==> config.mk <==
export PLATFORM = sky130hd
export DESIGN_NAME = pipe_hazard_ctrl
export DESIGN_NICKNAME = d
export VERILOG_FILES = /design/src/rtl/pipe_hazard_ctrl.sv
export SDC_FILE = /design/constraint.sdc
export NUM_CORES = 1
export LEC_CHECK = 0
export CELL_PAD_IN_SITES_DETAIL_PLACEMENT = 1
export CELL_PAD_IN_SITES_GLOBAL_PLACEMENT = 2
export CORE_MARGIN = 1
export CORE_UTILIZATION = 31
export DETAILED_ROUTE_END_ITERATION = 6
export PLACE_DENSITY = 0.86
export SLEW_MARGIN = 5
export SYNTH_ARGS = -nofsm -noshare
export SYNTH_HDL_FRONTEND = slang
export SYNTH_SLANG_ARGS = --single-unit
==> constraint.sdc <==
create_clock -name clk -period 12.5 [get_ports clk]
set_clock_uncertainty 0.05 [all_clocks]
set_input_delay 3.75 -clock clk [delete_from_list [all_inputs] [get_ports clk]]
set_output_delay 3.75 -clock clk [all_outputs]
set_load 0.005 [all_outputs]
==> images/placement_by_type.png <==
Fill, decap, tap and diode cells in gray.
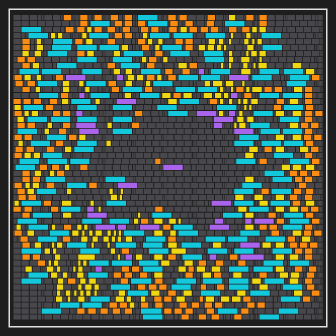
Cyan stands for sequential cells, cells 164. Purple stands for clock drivers and dummy loads, cells 32. Yellow stands for combinational and other logic, cells 252. Orange stands for remaining buffers and delay cells, cells 234.
fin util: 48.08%
core area: 19,530 sq um

==> images/io_fan.png <==
Scale bar: 50 microns.
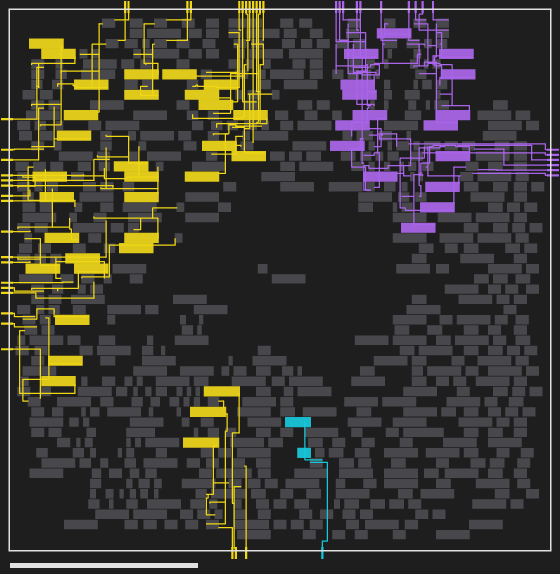
Purple stands for `flush_cnt`, bits 16, direction output, end cells 16, buffers 16, wire 851 microns. Yellow stands for `ins0`, bits 32, direction output, end cells 32, buffers 32, wire 1,490 microns. Cyan stands for `load_use_stall`, bits 1, direction input, end cells 2, buffers 1, wire 43.7 microns.
number of port buffers: 231
I/O Pins: 232

==> images/placement.png <==
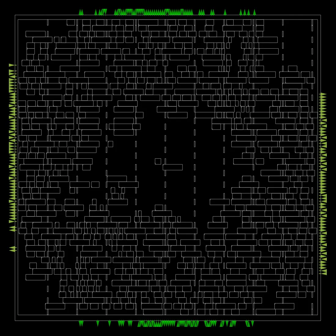
Tap Count: 265
row count: 51
non-filler cells, final: 947

==> images/sizes.png <==
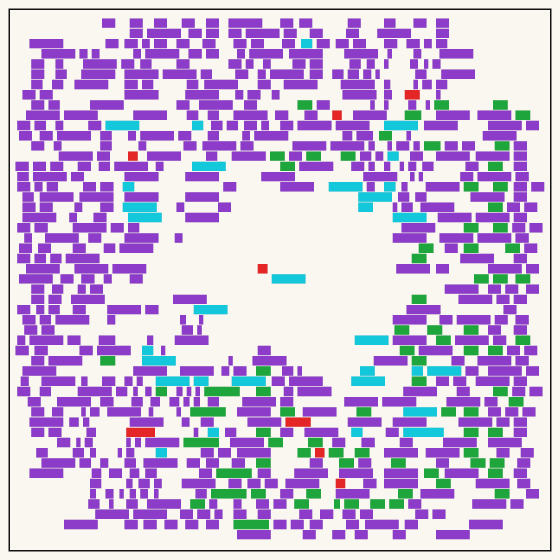
Red stands for _3 and _4 cells, cells 8. Purple stands for _0 and _1 cells, cells 564. Cyan stands for _6 and larger, cells 31. Green stands for _2 cells, cells 79.
PnR worst setup slack: 2565 ps
area delta synth->final: 51.09%
layout buffer count excluding clock buffers: 234
post-route cell area: 9388 sq um

==> CHANGELOG.md <==
### Implementation results

- Yosys stat cell total: 434
- PwrDens: 152.7 nW/um^2
- Ant. Diodes: 0
- Design Power: 1.434 mW
- Yosys chip area: 6213 sq um
- DR WL met2: 8.336 mm
- Max cap viols: 0
- Reg2reg path depth: 5
- Leak: 4.016 nW
- Width of the die: 143.6 microns
- Hold WS: 414.4 ps
- Startpoint types: primary input
- CP max FO: 40
- CTS root buffer: clkbuf_16
- Routed Antenna Nets: 0
- Placement Setup Slack: 2525 ps
- Clk slew on worst S/H paths: 60 ps
- CP Data Required Time: 8700 ps
- Initial antenna violation count: 0
- Clk ins delay skew pair: 420 ps
- Synth unique cells: 40
- Critical path class: in2out
- VDD IR-drop max: 0.08680 mV
- Synthesized instance count: 434
- Setup TNS: 0 ps
- Top FF cell, synth: dfrtp_1
- Ys Warns: 0
- Post-synth seq share: 66.17%
- Die ar.: 20,610 sq um
- Endpoints failing setup: 0
- R2R Setup Slk: 9770 ps
- RSZ-0062 raised after global routing: no
- Detailed placement HPWL: 11.55 mm
- Chip Height: 143.6 microns
- Vias in the first global route: 4,791
- Max Used Layer: met4
- Slew @ Worst Pin: 1172 ps
- Net Count, Synth: 505
- Share of cells above drive strength 1: 17.30%
- Max-slew violations: 0
- PostCTS Resize Cnt: 0
- Hold_buf cts: 0
- Final Hold Fails: 0
- RePlAce Congestion: 0.7110
- # fillers: 2,032
- Met1 WL: 6.622 mm
- Tool Warnings: 26
- Clk buf depth: 2
- Placed cell area: 8805 sq um
- Pre-Repair DR Iteration Count: 4
- Setup bufs post-CTS: 0
- CTS Sinks: 164
- Largest net degree at the start of global routing: 84
- Worst path arrival time: 6130 ps
- Post-synth ARST share: 100.0%
- Hold Crit Depth: 1
- Slew HR: 21.84%
- Avg Inst Size Synth: 14.32 sq um
- Synth top cells by count: 158 x dfrtp_1, 67 x mux2_2, 32 x and2_1
- DR iter-0 viols: 109
- Cts bufs inserted: 17
- CTS tree: yes
- Tcrit/Tclk final: 79.48%
- Avg Vias per Cell: 4.629
- CP Capture Type: output port
- Cells after DPL: 915
- DR WL/cell: 17.41 microns
- Max Clk Rate: 100.7 MHz
- Final net count: 740
- Max-area cell share: 63.63%
- Floorplan core density: 31.82%
- Synth flops: 164
- Vias: 4,384
- Outcome: completed
- First-pass GRT wire length: 25.70 mm
- H-Tree Depth: 4
- DR WL met3: 1.179 mm
- Most common cell in the netlist: dfrtp_1
- Total gr overflow: 0
- Hold Path Class: reg2reg
- Post-layout min period: 9935 ps
- Mapped cell area: 6213 sq um
[final cells by class]
type	instances	area [sq um]	area share [%]
multi-input combinational	247	2008	21.39
inverter	5	23.77	0.2532
sequential	164	4111	43.80
clock inverter	15	157.7	1.679
tap	265	331.6	3.532
timing repair buffer	234	2330	24.82
clock buffer	17	425.4	4.532
[layout by cell type (no fill, tap or decap), types with 2 or more instances in the layout]
cell type	instances
dfstp_2	6
nor4_1	3
nand4_1	9
inv_8	3
buf_4	3
o21a_1	2
and4_1	2
inv_1	3
nor3_1	7
a21oi_1	8
clkinvlp_4	2
nand2_1	20
ha_1	2
and3_1	4
clkbuf_16	17
nor3b_1	4
o21ai_0	2
o22a_1	3
xor2_1	13
clkdlybuf4s50_1	230
and2_1	32
nand2b_1	4
nand3_1	3
xnor2_1	10
a22o_1	29
inv_6	10
nor2_1	9
dfrtp_1	158
mux2_2	67
[cells by family (layout without fill, tap and decap cells)]
logic type                 after synthesis  in the layout  share of synthesized area, %
DFF                                    164            164                         66.17
AOI/OAI and AO/OA                       48             48                         6.243
buffers and inverters                   23            271                         1.591
and+or+nand+nor                        107            107                         10.21
muxes                                   67             67                         12.14
adders and majority gates                2              2                        0.4027
xor gates and xnor gates                23             23                         3.242
[power breakdown]
part / leakage [nW] / internal, mW / total [mW] / switching, mW
logic: 1.65 / 0.172 / 0.266 / 0.0945
registers: 2.08 / 0.593 / 0.646 / 0.0537
clock network: 0.283 / 0.284 / 0.521 / 0.237
total: 4.02 / 1.05 / 1.43 / 0.385
[layer usage]
metal	track usage [%]	vias up
li1	-	2002
met1	18.69	2213
met2	28.59	145
met3	5.465	24
met4	6.495	0
met5	0	-
[critical path: stages]
cell	delay, ps
buf_2	80
buf_4	450
o21bai_4	280
clkinv_1	850
clkdlybuf4s50_1	710
No activity file was given, so power comes from the tool's default toggle rates.
